==> images/metal_stack.png <==
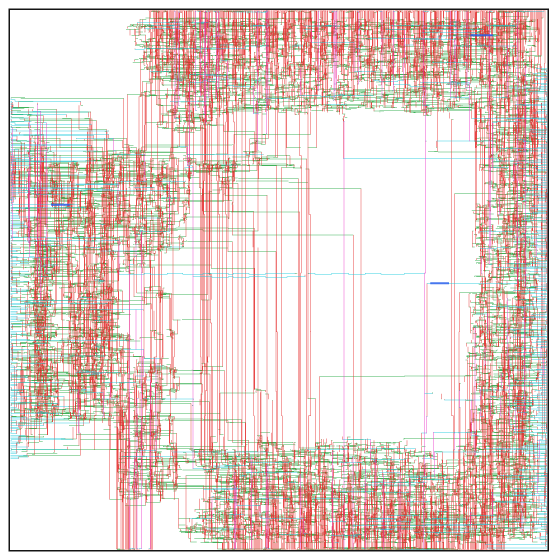
==> images/final_clocks.png <==
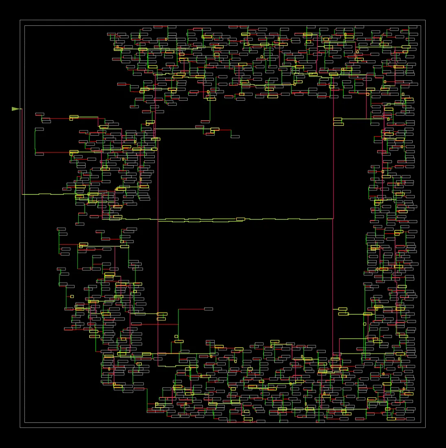
==> images/clock_map.png <==
The bar under the picture is 100 µm long.
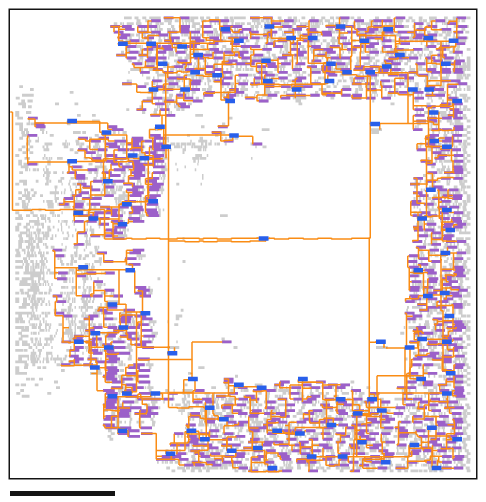
==> images/met3.png <==
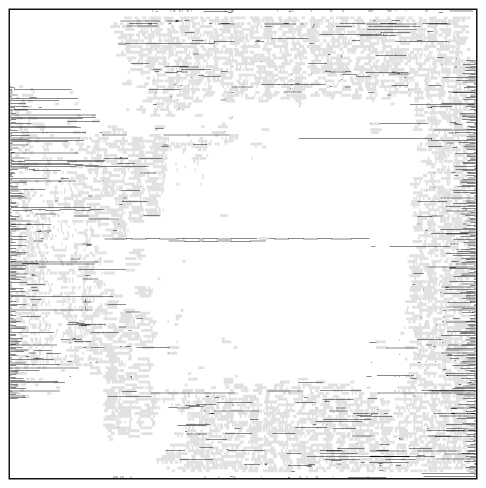
Design fetch_sm_arbiter, sky130hd; sources not shown.
==> out/notes.md <==
The run finished with clean final reports. Per the Yosys statistics, synthesis produced 4167 cells. Summing over the stages, the warning tally comes to 54. Combinational cells account for 45.6% of the total power. The run gives 12 for the logic depth of the worst path, buffers included. Per the final report, max-transition violations number 0.

For the iteration count of the initial detailed-routing pass, the log shows 5. The worst hold path was traced through 2 stages. The global route stage reports its total congestion overflow as 0. Synthesis handed over a netlist of 4167 instances. For reference, the most critical setup path is categorized as input port to primary output. The worst path uses 95.0% of the clock period. STA classifies the critical path startpoint as an input port. The final report lists the setup-violating endpoint count as 0.

Per the log, the first TritonRoute iteration ended with a DRC count of 2628. The TritonCTS sink count is 1016, and the net switching fraction of the power is 39.4%. The synthesized design devotes to its leading area cell type 53.8% of total area.

The netlist uses 47 different library cells. The share of total power dissipated in sequential elements is 34.4%. The worst pin sits at a relative slew slack of 35.1%. The layout-stage area growth over the synthesis result was 44.5%. For the instance area at placement, the log shows 0.0546 mm². The worst setup slack before clock tree synthesis is 0.344 ns, and the tally of buffers added on design ports is 1138. The synthesis area per yosys was 0.0404 mm²; the post-synthesis area per instance was 9.69 µm². Sorting the Yosys area breakdown by cell type puts at the top sky130_fd_sc_hd__dfrtp_1. The logs give 22.2 mW for the design internal power and 109 for the CTS buffer count.

The worst-case reg-to-reg setup slack stands at 1.32 ns. Looking at the power breakdown, the clock network takes 20.0% of the total. Per the post-CTS timing run, clock transition at the registers of the reported paths is 0.06 ns. For the worst setup path, the data required time is 4.41 ns. In the final timing run, aggregate negative setup slack is 0 ns.

With the number of standard-cell rows in the floorplan at 159, the routability-driven placement congestion ratio is 0.895. The cell count of the worst reg-to-reg path was 11; the highest net fanout along the worst path was 15. The synthesized netlist occupies a cell area of 0.0404 mm².

In this run the clock root is driven by a sky130_fd_sc_hd__clkbuf_16. The number of nets with antenna violations after routing is 0, and the die boundary width is 442 µm. Traced cell by cell, the critical path runs through dlygate4sd3_1 -> buf_8 -> nand4_1 -> inv_1 -> nand3_1 -> nor2_1 -> inv_1 -> o21ai_0 -> ha_1 -> nand2_4 -> inv_2 -> clkdlybuf4s50_1.

Dividing total power by cell area gives a power density of 627 mW/mm². In this run the power spent charging and discharging nets is 14.4 mW. The synthesis report lists the most area-consuming cells as sky130_fd_sc_hd__dfrtp_1 54%, sky130_fd_sc_hd__nand2_1 12%, sky130_fd_sc_hd__edfxtp_1 11%, sky130_fd_sc_hd__o21ai_0 9.4%, sky130_fd_sc_hd__inv_1 2.6%.

Counting every net in the synthesized netlist gives 4459. The slowest stage of the critical path belongs to the cell sky130_fd_sc_hd__clkdlybuf4s50_1. The tools report the max-capacitance violation count as 0. According to the floorplan report, the total die area is 0.196 mm².

The run gives 245 mm for the first-pass GRT wire length. Total power for the finished layout comes to 36.6 mW. Per the power-grid run, VDD falls by no more than 0.279 mV. The data arrival time of the worst path came out at 4.13 ns.

The number of top-level design ports was 1139; the number of buffer and inverter instances along the worst setup path was 6. The routed design shows a via density per instance of 4.28. Timing would allow up to 185 MHz. In this run the standard cell core region covers 0.187 mm². Per the cell usage report, the commonest logic cells after layout are 1323 x sky130_fd_sc_hd__nand2_1, 1137 x sky130_fd_sc_hd__clkdlybuf4s50_1, 867 x sky130_fd_sc_hd__dfrtp_1, 756 x sky130_fd_sc_hd__o21ai_0, 280 x sky130_fd_sc_hd__inv_1. The tools report the final cell count without fillers as 7848. The run gives 19272 as the layout filler cell count. Counting flops and latches in the post-synthesis netlist gives 1016. The worst-margin pin slew is 0.972 ns, and the sequential fraction of the synthesis area is 64.8%. The vertical die dimension is 444 µm, and the pin count of the biggest net entering global routing is 163.

The longest incremental delay of any stage on the critical path is reported as 0.58 ns. TritonCTS built the clock tree. Setup repair after global routing left no endpoint under its margin. The via count of the first global-routing pass was 33153; the post-detailed-route DRC marker count was 0.

The clock period minus final worst setup slack came out at 5.42 ns. The initial antenna violation count was 30. The worst hold-check path type is register to register. The post-route core utilization is 31.2%. The tools report the kind of end point of the critical path as a primary output. Counting endpoints that fail hold in the final report gives 0. Before placement the cells fill 21.6% of the core.

The logs give 5543 for the final-stage net count and 25.7 nW for the leakage power figure. The HPWL after detailed placement is 133 mm. The tools report the placed cell count as 7634.

Per STA, the library cell used most along the worst path is sky130_fd_sc_hd__inv_1. Per the final layout report, the fraction of cells sized above drive strength 1 comes to 6.42%. With the count of yosys warnings during synthesis at 0, the worst hold margin is 0.323 ns. The least setup slack across all paths after layout is 0.284 ns.
Notes on metal_stack.png above:
colour	layer	wire length
cyan	met3	11900 µm
green	met1	62.5 mm
blue	met5	44.2 µm
magenta	met4	7150 µm
red	met2	91.5 mm
routed wire length per instance: 22.0 µm
vias after detailed routing: 33582
GRT Total Usage: 16.9%
total length of routed wires: 173 mm

Notes on final_clocks.png above:
layout clock buffer count: 163
sequential cells: 1016

Notes on clock_map.png above:
[blue] cells driving clock nets | count: 109
[purple] flip-flops | count: 1016
[orange] clock wires | length: 13900 µm
routed clock nets	110
power drawn by the clock network: 7.34 mW
worst-skew pair later-pin latency: 0.74 ns

Notes on met3.png above:
longest straight run	126 µm
main direction	horizontal
share of all routed wire	6.9%
wire length on this layer	11900 µm
nets with wire on the layer	744
GR Layer Usage met3: 4.27%

==> power by group through the flow <==
| stage | clock (mW) | combinational [mW] | sequential [mW] |
|---|---|---|---|
| after CTS | 7.54 | 17.1 | 12.6 |
| after floorplan | 0 | 6.53 | 12.5 |
| after global routing | 7.84 | 18.3 | 12.9 |
| after global placement | 0 | 16.9 | 12.6 |
| after detailed placement | 0 | 17.1 | 12.7 |
| final | 7.34 | 16.7 | 12.6 |
==> Yosys cell counts (all sizes together) <==
| master | n |
|---|---|
| dfrtp | 868 |
| o21ai | 780 |
| a31o | 1 |
| edfxtp | 148 |
| nand3 | 162 |
| nand4 | 10 |
| inv | 301 |
| clkinv | 4 |
| o21a | 5 |
| ha | 11 |
| xnor2 | 2 |
| nor3b | 1 |
| xor2 | 32 |
| buf | 55 |
| fa | 1 |
| nand3b | 46 |
| a31oi | 1 |
| o211ai | 4 |
| nor3 | 7 |
| a32oi | 19 |
| nor4 | 1 |
| a32o | 1 |
| a21o | 1 |
| mux2 | 1 |
| nor2 | 142 |
| nand2 | 1337 |
| o22ai | 15 |
| clkbuf | 181 |
| a22oi | 2 |
| a21oi | 28 |
==> area by class of cell <==
class                   instances  area, µm²  share of cell area, %
flip-flops and latches       1016      26200                   44.8
multi-input cells            2610      12000                   20.6
clock inverters                40        543                  0.930
well taps                    2495       3120                   5.35
inverters                     305       1160                   1.99
repair buffers               1209      12100                   20.7
diodes                         10       25.0                 0.0429
clock buffers                 163       3210                   5.50
==> metal layers <==
metal  up-vias  part of all wire, %  global-route usage, %
met4         6                  4.1                   6.97
met2      1198                   53                   31.5
li1      15712                    -                      -
met5         -                0.025                      0
met1     16403                   36                   18.2
met3       263                  6.9                   4.27
==> worst min-delay path, delay by kind of cell, from the launching register on <==
family / cells / cell delay, ns
DFF: 1 / 0.34
and+or+nand+nor: 2 / 0.10
==> logic make-up (layout without fill, tap and decap cells) <==
| group | count (synthesis) | count (layout) | synth area share, % |
|---|---|---|---|
| other | 0 | 10 | 0 |
| buffers and inverters | 541 | 1717 | 5.52 |
| XOR/XNOR | 34 | 34 | 0.737 |
| flip-flops | 1016 | 1016 | 64.8 |
| AND-OR/OR-AND | 857 | 857 | 11.2 |
| multiplexers | 1 | 1 | 0.0279 |
| AND/OR/NAND/NOR | 1706 | 1706 | 17.3 |
| adder cells (fa/ha/maj) | 12 | 12 | 0.390 |
==> what timing repair did <==
item                                   CTS  global route
setup endpoints to repair                0             1
gates resized                            0             1
endpoints found under the hold margin   11             0
setup buffers                            0             0
hold buffers                             1             0
Power figures rest on the tool's default switching activity, not on a simulated workload.
